**Run 1: the metal 1 layer**

Scale bar: 20 um. Supply wires on this layer in gray. Cells faint in the background.
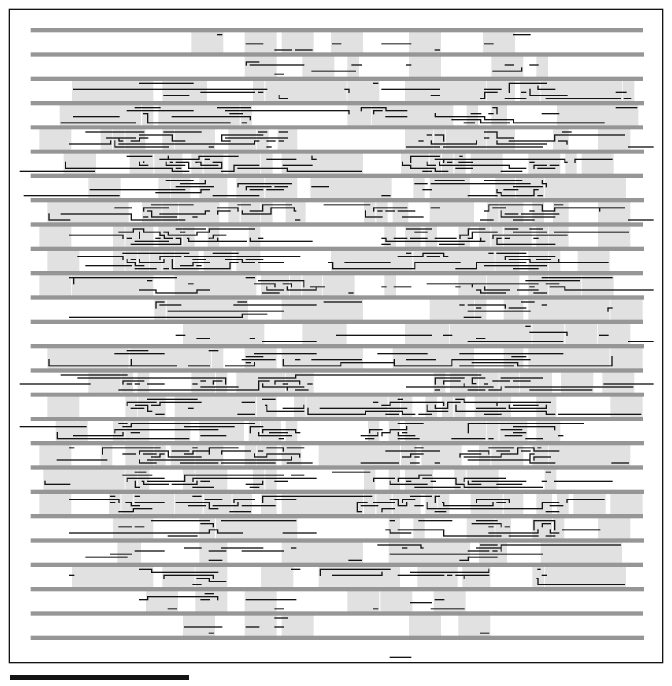
**Run 1: signal wires by layer**

Two of the layers only.
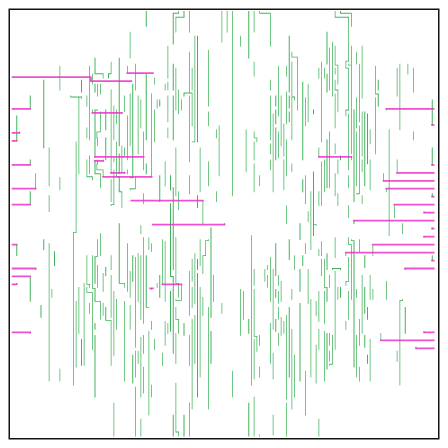
**Run 1: sequential cells grouped by signal name**

Scale bar: 20 um. Other sequential cells in the stronger gray, the rest of the logic in the fainter gray.
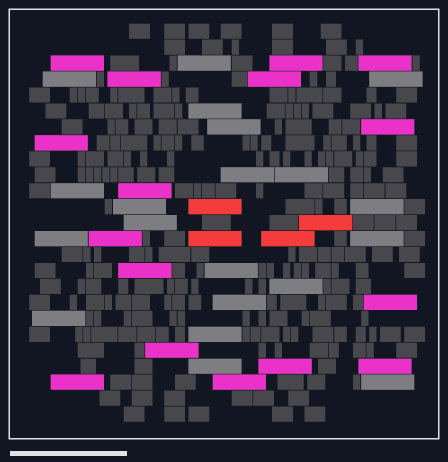
==> config.mk <==
export PLATFORM = sky130hd
export DESIGN_NAME = multi_timer_flat
export DESIGN_NICKNAME = d
export VERILOG_FILES = /design/src/rtl/multi_timer_if.sv /design/src/rtl/multi_timer.sv /design/src/flat_wrapper.sv
export SDC_FILE = /design/constraint.sdc
export NUM_CORES = 1
export LEC_CHECK = 0
export CORE_MARGIN = 2
export CORE_UTILIZATION = 45
export DETAILED_ROUTE_END_ITERATION = 10
export HOLD_SLACK_MARGIN = 0.1
export PLACE_DENSITY = 0.77
export SLEW_MARGIN = 20
export SYNTH_ARGS = -nofsm -noshare
export SYNTH_HDL_FRONTEND = slang
export SYNTH_SLANG_ARGS = --single-unit
==> constraint.sdc <==
create_clock -name clk_1hz -period 3.6 [get_ports clk_1hz]
set_input_delay 0.54 -clock clk_1hz [delete_from_list [all_inputs] [get_ports clk_1hz]]
set_output_delay 0.54 -clock clk_1hz [all_outputs]
set_load 0.01 [all_outputs]
==> impl_metrics.env, run 1 <==
# yosys + openroad results
export IMPL_status="completed"
export IMPL_hold_viol=0
export IMPL_n_antenna_cell=0
export IMPL_antenna_found_initial=0
export IMPL_setup_worst_path_start_class="flip-flop"
export IMPL_yosysChipArea_um2=2140
export IMPL_logic_area_um2=1070
export IMPL_htree_levels=2
export IMPL_grt_ovfl_total=0
export IMPL_ys_flops=40
export IMPL_holdBufCountCts=0
export IMPL_worstHoldPathCells=2
export IMPL_num_rows=25
export IMPL_logic_gate_count=173
export IMPL_p_sw_uw=407
export IMPL_finClkSkew_ps=6.86
export IMPL_tritoncts="yes"
export IMPL_layout_top_cells="nand2_1 (63), clkdlybuf4s50_1 (54), dfrtp_1 (40), inv_1 (13), nor2_1 (12)"
export IMPL_irDropWorstVdd_mv=0.260
export IMPL_flop_cell="dfrtp_1"
export IMPL_clock_area_share_pct=3.28
export IMPL_netSwitchingFraction_pct=32.1
export IMPL_fillers=403
export IMPL_yosysCellCount=230
-- 'the metal 1 layer' (at the start) --
main direction = horizontal
share of all routed wire = 48%
GR Util met1: 25.7%
via count: 1886
DRT Wirelength: 4800 um

-- 'signal wires by layer' (at the start) --
M2 -> green  # wire length 2240 um
M3 -> magenta  # wire length 209 um
GRT Util Overall: 19.0%
wire per inst: 14.0 um

-- 'sequential cells grouped by signal name' (at the start) --
u_core.tif.busy -> red  # sequential cells 4, where middle
u_core.tif.remaining -> magenta  # sequential cells 16, where widely spread
not colored = 20
post-layout util: 60.6%
P_seq: 564 uW
Seq. cell area: 1000 um2

run 1: kinds of logic after synthesis:
family / after synthesis / synth area share (%)
adder cells (fa/ha/maj): 8 / 4.68
AND/OR/NAND/NOR: 102 / 21.7
multiplexers: 8 / 3.74
buffers and inverters: 17 / 3.33
AND-OR/OR-AND: 55 / 19.8
flip-flops: 40 / 46.8
run 1: synth_stat cells, types with 4 or more instances:
cell        n  share of area [%]
o211ai_1    4                1.4
nor2_1     12                2.1
mux2i_1     8                3.7
nor4_1      5                1.5
o2111ai_1   4                1.6
a31oi_1     4                1.2
nand2b_1   10                2.9
o311ai_1    4                1.6
o221ai_1    4                1.6
inv_1      13                2.3
o21ai_0    10                2.3
nand2_1    63                 11
nor2b_1     5                1.5
dfrtp_1    40                 47
or3b_1      4                1.6
ha_1        8                4.7
run 1: layer usage:
layer  global-route usage [%]  part of all wire [%]  up-vias  wire [um]
li1                         -                     -      934          -
met1                     25.7                    48      899       2300
met2                     30.3                    47       48       2240
met3                     3.73                   4.4        5        209
met4                     7.20                   1.2        0         57
met5                        0                     0        -          0
run 1: power by group through the flow:
stage | logic [uW] | clock network (uW) | registers [uW]
5_1_grt | 434 | 342 | 574
6_report | 391 | 313 | 564
3_5_place_dp | 390 | 0 | 572
3_3_place_gp | 381 | 0 | 570
4_1_cts | 392 | 321 | 564
2_1_floorplan | 225 | 0 | 577
run 1: worst max-delay path, cell delays in order (launching register included):
cell,delay [ps]
dfrtp_1,450
inv_1,130
ha_1,210
or3b_1,490
o21a_4,260
a21boi_1,130
o22a_1,190
run 1: per-stage QoR:
step	total power (uW)	cells	setup slack, ps	hold slack [ps]
floorplan	802	230	1790	441
global placement	952	335	1650	459
detailed placement	962	335	1580	459
CTS	1280	343	1650	477
global route	1350	343	1530	505
finish	1270	343	1630	475
**Run 1: routing congestion map**

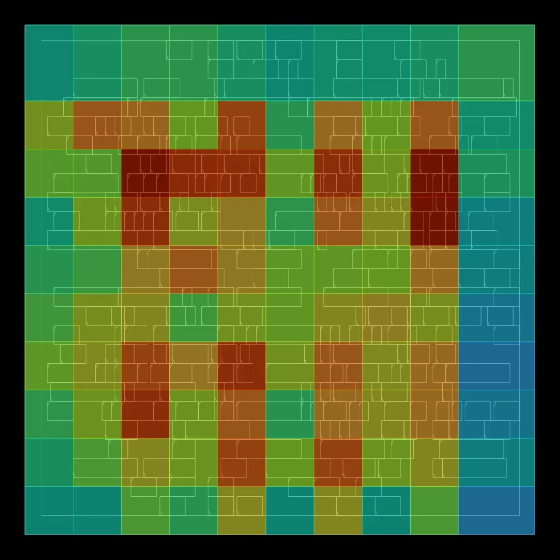

==> inputs of run 2 (changes only) <==
==> constraint.sdc (replaced) <==
create_clock -name clk_1hz -period 2 [get_ports clk_1hz]
set_input_delay 0.3 -clock clk_1hz [delete_from_list [all_inputs] [get_ports clk_1hz]]
set_output_delay 0.3 -clock clk_1hz [all_outputs]
set_load 0.01 [all_outputs]
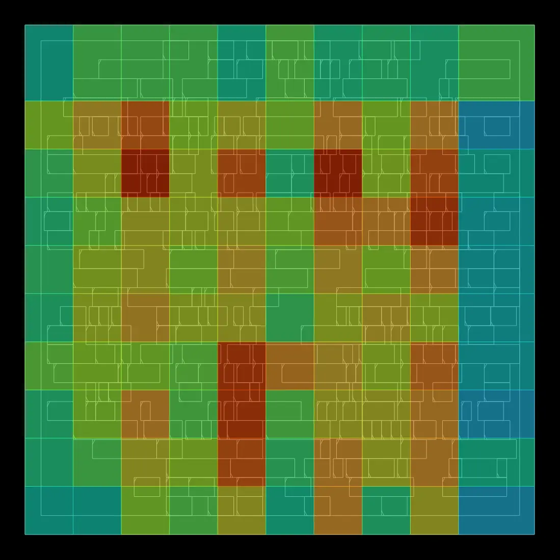
**Above:** run 2 (routing congestion map).
post-layout util: 61.8%
GR Util met1: 26.8%
met3 GRT Util: 4.14%
GR peak layer: met2

==> impl_metrics.env, run 2 <==
# yosys + openroad results
export IMPL_synthTopCellsByArea="dfrtp_1 (47%), nand2_1 (11%), ha_1 (4.7%), mux2i_1 (3.7%), nand2b_1 (2.9%)"
export IMPL_p_total_uw=2370
export IMPL_wire_per_inst_um=13.4
export IMPL_num_rows=25
export IMPL_yosysChipArea_um2=2140
export IMPL_top_cell_area_share_pct=46.8
export IMPL_hold_viol=0
export IMPL_largest_area_cell="dfrtp_1"
export IMPL_status="completed"
export IMPL_irDropWorstVdd_mv=0.468
export IMPL_grt_ovfl_total=0
export IMPL_flop_cell="dfrtp_1"
export IMPL_ys_flops=40
export IMPL_drcViolationCount=0
export IMPL_holdBufCountCts=0
export IMPL_netSwitchingFraction_pct=30.1
export IMPL_setup_worst_path_start_class="flip-flop"
export IMPL_netlist_top_cells_count="nand2_1 (63), dfrtp_1 (40), inv_1 (13), nor2_1 (12)"
export IMPL_fillers=399
export IMPL_top_cell="nand2_1"
export IMPL_yosysCellCount=230
export IMPL_p_sw_uw=715
export IMPL_track_usage_pct=18.9
export IMPL_antenna_found_initial=0
export IMPL_finClkSkew_ps=9.39
## run 2: power by group through the flow
| stage | Clock [uW] | Combinational [uW] | Sequential (uW) |
|---|---|---|---|
| floorplan | 0 | 405 | 1040 |
| global placement | 0 | 701 | 1020 |
| detailed placement | 0 | 712 | 1030 |
| CTS | 671 | 720 | 1010 |
| global route | 706 | 803 | 1030 |
| finish | 648 | 714 | 1010 |
## run 2: metrics by stage
step	worst slack (ps)	util, %	hold slack, ps
finish	145	61.8	436
global placement	203	59.5	454
detailed placement	183	59.5	462
floorplan	194	-	371
global route	0.228	61.8	480
CTS	154	61.8	452
## run 2: logic make-up after synthesis
| logic type | after synthesis | synth area share, % |
|---|---|---|
| AND-OR/OR-AND | 55 | 19.8 |
| adder cells (fa/ha/maj) | 8 | 4.68 |
| buffers and inverters | 17 | 3.33 |
| flip-flops | 40 | 46.8 |
| multiplexers | 8 | 3.74 |
| AND/OR/NAND/NOR | 102 | 21.7 |
## run 2: per-layer routing
| metal | track usage (%) | vias to the layer above | wire length (um) |
|---|---|---|---|
| met5 | 0 | - | 0 |
| met4 | 5.35 | 0 | 13 |
| met3 | 4.14 | 2 | 261 |
| met2 | 29.3 | 50 | 2200 |
| met1 | 26.8 | 890 | 2170 |
| li1 | - | 950 | - |
## run 2: final cells by class
type	instances	area, um2	share of cell area (%)
Timing Repair Buffer	60	586	20.3
Tap cell	54	67.6	2.35
Sequential cell	40	1000	34.8
Inverter	13	48.8	1.69
Clock inverter	2	35.0	1.22
Multi-Input combinational cell	173	1070	37.1
Clock buffer	6	72.6	2.52
## run 2: critical path, stage by stage, from the launching register on
cell       delay, ps
dfrtp_1          420
inv_1            130
ha_1             220
or3b_1           470
o21a_1           270
o2111ai_1        110
o211ai_1         110
No activity file was given, so power comes from the tool's default toggle rates.
